File: src/rtl/instr_encoder.sv
// Purpose: packs field-level commands into RV32I R/load/store/branch words and streams them to imem.
// Latency: a word accepted at edge N shows up on instr_valid after that edge when the FIFO was empty.
// Backpressure: cmd_ready is !full from registered state only; instr_ready never reaches cmd_ready.

// Purpose: generic synchronous FIFO with wrap-bit pointers and a registered array.
// Latency: a pushed word is visible at head_dat after the push edge.
// Backpressure: caller pushes only when !full and pops only when !empty.
module instr_fifo #(
  parameter int DEPTH = 2,
  parameter int W     = 32
) (
  input  logic         clk,
  input  logic         rst_n,
  input  logic         clr,
  input  logic         push_vld,
  input  logic [W-1:0] push_dat,
  input  logic         pop_rdy,
  output logic         full,
  output logic         empty,
  output logic [W-1:0] head_dat
);
  localparam int PW = $clog2(DEPTH);

  logic [PW:0]  wr_ptr_q, wr_ptr_d;
  logic [PW:0]  rd_ptr_q, rd_ptr_d;
  logic [W-1:0] mem_q [DEPTH];
  logic [W-1:0] mem_d [DEPTH];

  // Entries are not wiped on clr, so the head keeps the last popped word when empty.
  always_comb begin
    wr_ptr_d = wr_ptr_q;
    rd_ptr_d = rd_ptr_q;
    mem_d    = mem_q;
    if (clr) begin
      wr_ptr_d = '0;
      rd_ptr_d = '0;
    end else begin
      if (push_vld) begin
        mem_d[wr_ptr_q[PW-1:0]] = push_dat;
        wr_ptr_d = wr_ptr_q + (PW+1)'(1);
      end
      if (pop_rdy) begin
        rd_ptr_d = rd_ptr_q + (PW+1)'(1);
      end
    end
  end

  always_ff @(posedge clk or negedge rst_n) begin
    if (!rst_n) begin
      wr_ptr_q <= '0;
      rd_ptr_q <= '0;
      for (int i = 0; i < DEPTH; i++) begin
        mem_q[i] <= '0;
      end
    end else begin
      wr_ptr_q <= wr_ptr_d;
      rd_ptr_q <= rd_ptr_d;
      mem_q    <= mem_d;
    end
  end

  assign empty    = (wr_ptr_q == rd_ptr_q);
  assign full     = (wr_ptr_q[PW] != rd_ptr_q[PW]) && (wr_ptr_q[PW-1:0] == rd_ptr_q[PW-1:0]);
  assign head_dat = mem_q[rd_ptr_q[PW-1:0]];
endmodule

// Purpose: RV32I word assembler feeding the instruction-memory programming port.
// Latency: one cycle from command accept to instr_valid (empty FIFO).
// Backpressure: cmd_ready = !full && !clear; misaligned branches are consumed and dropped.
module instr_encoder #(
  parameter int            AW        = 32,
  parameter logic [AW-1:0] BASE_ADDR = '0,
  parameter int            DEPTH     = 2
) (
  input  logic          clk,
  input  logic          rst_n,
  input  logic          clear,
  input  logic          cmd_valid,
  output logic          cmd_ready,
  input  logic [1:0]    cmd_type,
  input  logic [4:0]    rd,
  input  logic [4:0]    rs1,
  input  logic [4:0]    rs2,
  input  logic [2:0]    funct3,
  input  logic [6:0]    funct7,
  input  logic [12:0]   imm,
  output logic          instr_valid,
  input  logic          instr_ready,
  output logic [31:0]   instr_data,
  output logic [AW-1:0] instr_addr,
  output logic          err,
  output logic [15:0]   count
);
  localparam logic [1:0] CMD_R  = 2'b00;
  localparam logic [1:0] CMD_LD = 2'b01;
  localparam logic [1:0] CMD_ST = 2'b10;
  localparam logic [1:0] CMD_BR = 2'b11;

  localparam logic [6:0] OP_R  = 7'b0110011;
  localparam logic [6:0] OP_LD = 7'b0000011;
  localparam logic [6:0] OP_ST = 7'b0100011;
  localparam logic [6:0] OP_BR = 7'b1100011;

  logic [31:0]   enc_dat;
  logic          misalign;
  logic          accept;
  logic          push_vld;
  logic          pop_rdy;
  logic          fifo_full;
  logic          fifo_empty;
  logic          err_q, err_d;
  logic [AW-1:0] addr_q, addr_d;
  logic [15:0]   count_q, count_d;

  always_comb begin
    enc_dat = '0;
    unique case (cmd_type)
      CMD_R:  enc_dat = {funct7, rs2, rs1, funct3, rd, OP_R};
      CMD_LD: enc_dat = {imm[11:0], rs1, funct3, rd, OP_LD};
      CMD_ST: enc_dat = {imm[11:5], rs2, rs1, funct3, imm[4:0], OP_ST};
      CMD_BR: enc_dat = {imm[12], imm[10:5], rs2, rs1, funct3, imm[4:1], imm[11], OP_BR};
      default: enc_dat = '0;
    endcase
  end

  // clear blocks the handshake outright, which also gives it priority over push and err.
  assign cmd_ready = !fifo_full && !clear;
  assign accept    = cmd_valid && cmd_ready;
  assign misalign  = (cmd_type == CMD_BR) && imm[0];
  assign push_vld  = accept && !misalign;
  assign pop_rdy   = instr_valid && instr_ready && !clear;

  always_comb begin
    err_d   = accept && misalign;
    addr_d  = addr_q;
    count_d = count_q;
    if (clear) begin
      addr_d  = BASE_ADDR;
      count_d = '0;
    end else if (pop_rdy) begin
      addr_d  = addr_q + AW'(4);
      count_d = count_q + 16'd1;
    end
  end

  always_ff @(posedge clk or negedge rst_n) begin
    if (!rst_n) begin
      err_q   <= 1'b0;
      addr_q  <= BASE_ADDR;
      count_q <= '0;
    end else begin
      err_q   <= err_d;
      addr_q  <= addr_d;
      count_q <= count_d;
    end
  end

  instr_fifo #(
    .DEPTH (DEPTH),
    .W     (32)
  ) u_fifo (
    .clk      (clk),
    .rst_n    (rst_n),
    .clr      (clear),
    .push_vld (push_vld),
    .push_dat (enc_dat),
    .pop_rdy  (pop_rdy),
    .full     (fifo_full),
    .empty    (fifo_empty),
    .head_dat (instr_data)
  );

  assign instr_valid = !fifo_empty;
  assign instr_addr  = addr_q;
  assign err         = err_q;
  assign count       = count_q;
endmodule

File: config.mk
export PLATFORM = sky130hd
export DESIGN_NAME = instr_encoder
export DESIGN_NICKNAME = d
export VERILOG_FILES = /design/src/rtl/instr_encoder.sv
export SDC_FILE = /design/constraint.sdc
export NUM_CORES = 1
export LEC_CHECK = 0
export CAP_MARGIN = 0
export CORE_UTILIZATION = 25
export CTS_CLUSTER_SIZE = 14
export DETAILED_ROUTE_END_ITERATION = 6
export PLACE_DENSITY = 0.53
export RECOVER_POWER = 100
export SLEW_MARGIN = 20
export SYNTH_ARGS = -nofsm -noshare
export SYNTH_HDL_FRONTEND = slang
export SYNTH_SLANG_ARGS = --single-unit
export TNS_END_PERCENT = 10
File: constraint.sdc
create_clock -name clk -period 2.2 [get_ports clk]
set_input_delay 0.22 -clock clk [delete_from_list [all_inputs] [get_ports clk]]
set_output_delay 0.22 -clock clk [all_outputs]
set_load 0.005 [all_outputs]
Figure 1. Gate families picked out.
Drawn at 2 px/um.
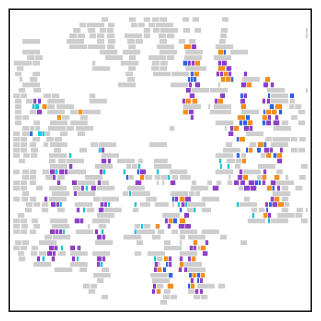
legend:
  orange:
    family: AND and OR gates
    cells: 54
    most_used: or4_1
  cyan:
    family: NOR gates
    cells: 36
    most_used: nor2_1
  purple:
    family: inverting AOI/OAI gates
    cells: 128
    most_used: a21oi_1
  blue:
    family: NAND gates
    cells: 41
    most_used: nand2_1

Figure 2. Clock distribution.
Drawn at 3 px/um.
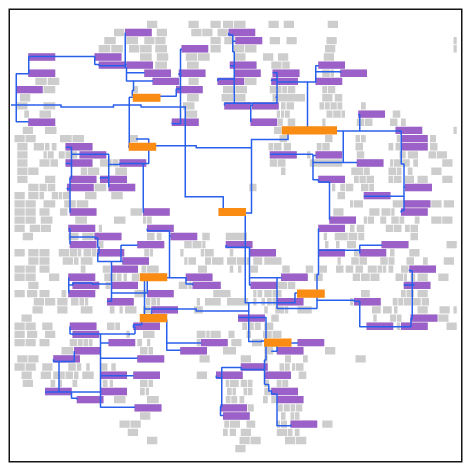
legend:
  purple:
    item: flip-flops
    count: 109
  orange:
    item: cells driving clock nets
    count: 9
  blue:
    item: clock wires
    length: 1420 um
routed clock nets: 10
Clk pwr share: 0.305
worst-skew pair later-pin latency: 0.35 ns

Figure 3. Clock routing.
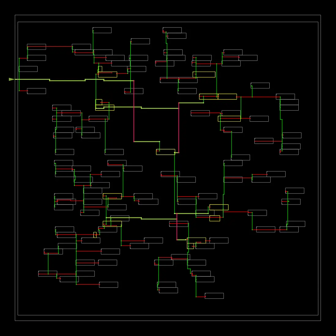
FFs & Latches: 109
Num CTS Buffers: 9
Power Clock: 1.76 mW

Figure 4. Pin map.
Drawn at 2 px/um. Pins as bars across the die edge, other pins in grey.
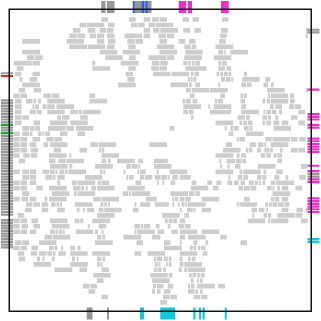
legend:
  cyan:
    port: count
    pins: 16
    direction: output
    edge: 14 south, 2 east
  magenta:
    port: instr_addr
    pins: 32
    direction: output
    edge: 22 east, 10 north
  blue:
    port: funct3
    pins: 3
    direction: input
    edge: north
  green:
    port: cmd_type
    pins: 2
    direction: input
    edge: west
  red:
    port: rst_n
    pins: 1
    direction: input
    edge: west

Figure 5. Routed metal, one colour a layer.
Drawn at 2 px/um. Two of the layers only.
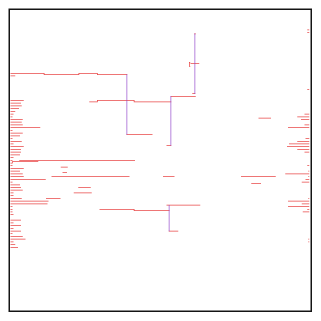
legend:
  red:
    layer: met3
    wire_length: 710 um
  purple:
    layer: met4
    wire_length: 97.2 um

==> out/metrics.cfg <==
[outcome]
status=finished clean

[critical_path]
critical_path_class=register to primary output
r2r_setup_slack_ns=0.16

[detailed_routing]
wl_met2_um=6812
route.antenna.remaining_nets=0
wl_um=14200

[worst_hold_path]
hold_path_class=input port to register

[synthesis]
topCellsByArea=dfrtp_1, mux2_2, a21oi_1
numSynthFlops=109
yosys-stat-cells=510
ff_type=dfrtp_1
top_logic_kind=multiplexers
synthDominantCellAreaShare=0.4961
ys_sh_aoi=0.1436
yosysWarnings=0

[clock_tree]
clkTransAtPathRegs_ns=0.07
cts-root-buf=clkbuf_16
tritoncts=done

[power_and_ir_drop]
pwr-share-seq=0.443
switchingPower_mw=1.495
ir_drop_mv=0.3388

[layout]
sh_seq_area=0.3675
buffer_area_frac=0.1965
fin_area_sq_um=7426
comb_area_sq_um=2554
nFillCells=2104
postLayoutCoreUtil=0.3489
final_cell_mix=dfrtp_1, clkdlybuf4s50_1, mux2_2
comb_area_frac=0.3439

[global_routing]
grt_pass1_wl_um=23350
overflow=0
use_met2=0.2141

[placed_design]
dp_slack_ns=0.1034
port_buffers=123

[floorplanning]
die-area_sq_um=22590

[final_timing]
finalCritPeriodShare=0.9807

## sequential cells by signal (all words and copies together), names as in the netlist
register / count
count: 16
err: 1
instr_addr: 30
u_fifo.mem_q: 58
u_fifo.rd_ptr_q: 2
u_fifo.wr_ptr_q: 2
## worst min-delay path, delay by kind of cell
kind	cells	cell delay (ns)
buffers and inverters	1	0.15
AND/OR/NAND/NOR	2	0.11
AND-OR/OR-AND	1	0.08
## power by group through the flow
| stage | sequential [mW] | combinational (mW) | clock (mW) |
|---|---|---|---|
| 2_1_floorplan | 2.52 | 0.787 | 0 |
| 3_3_place_gp | 2.56 | 1.48 | 0 |
| 3_5_place_dp | 2.58 | 1.50 | 0 |
| 4_1_cts | 2.55 | 1.51 | 1.83 |
| 5_1_grt | 2.60 | 1.59 | 1.92 |
| 6_report | 2.55 | 1.45 | 1.76 |
No activity file was given, so power comes from the tool's default toggle rates.
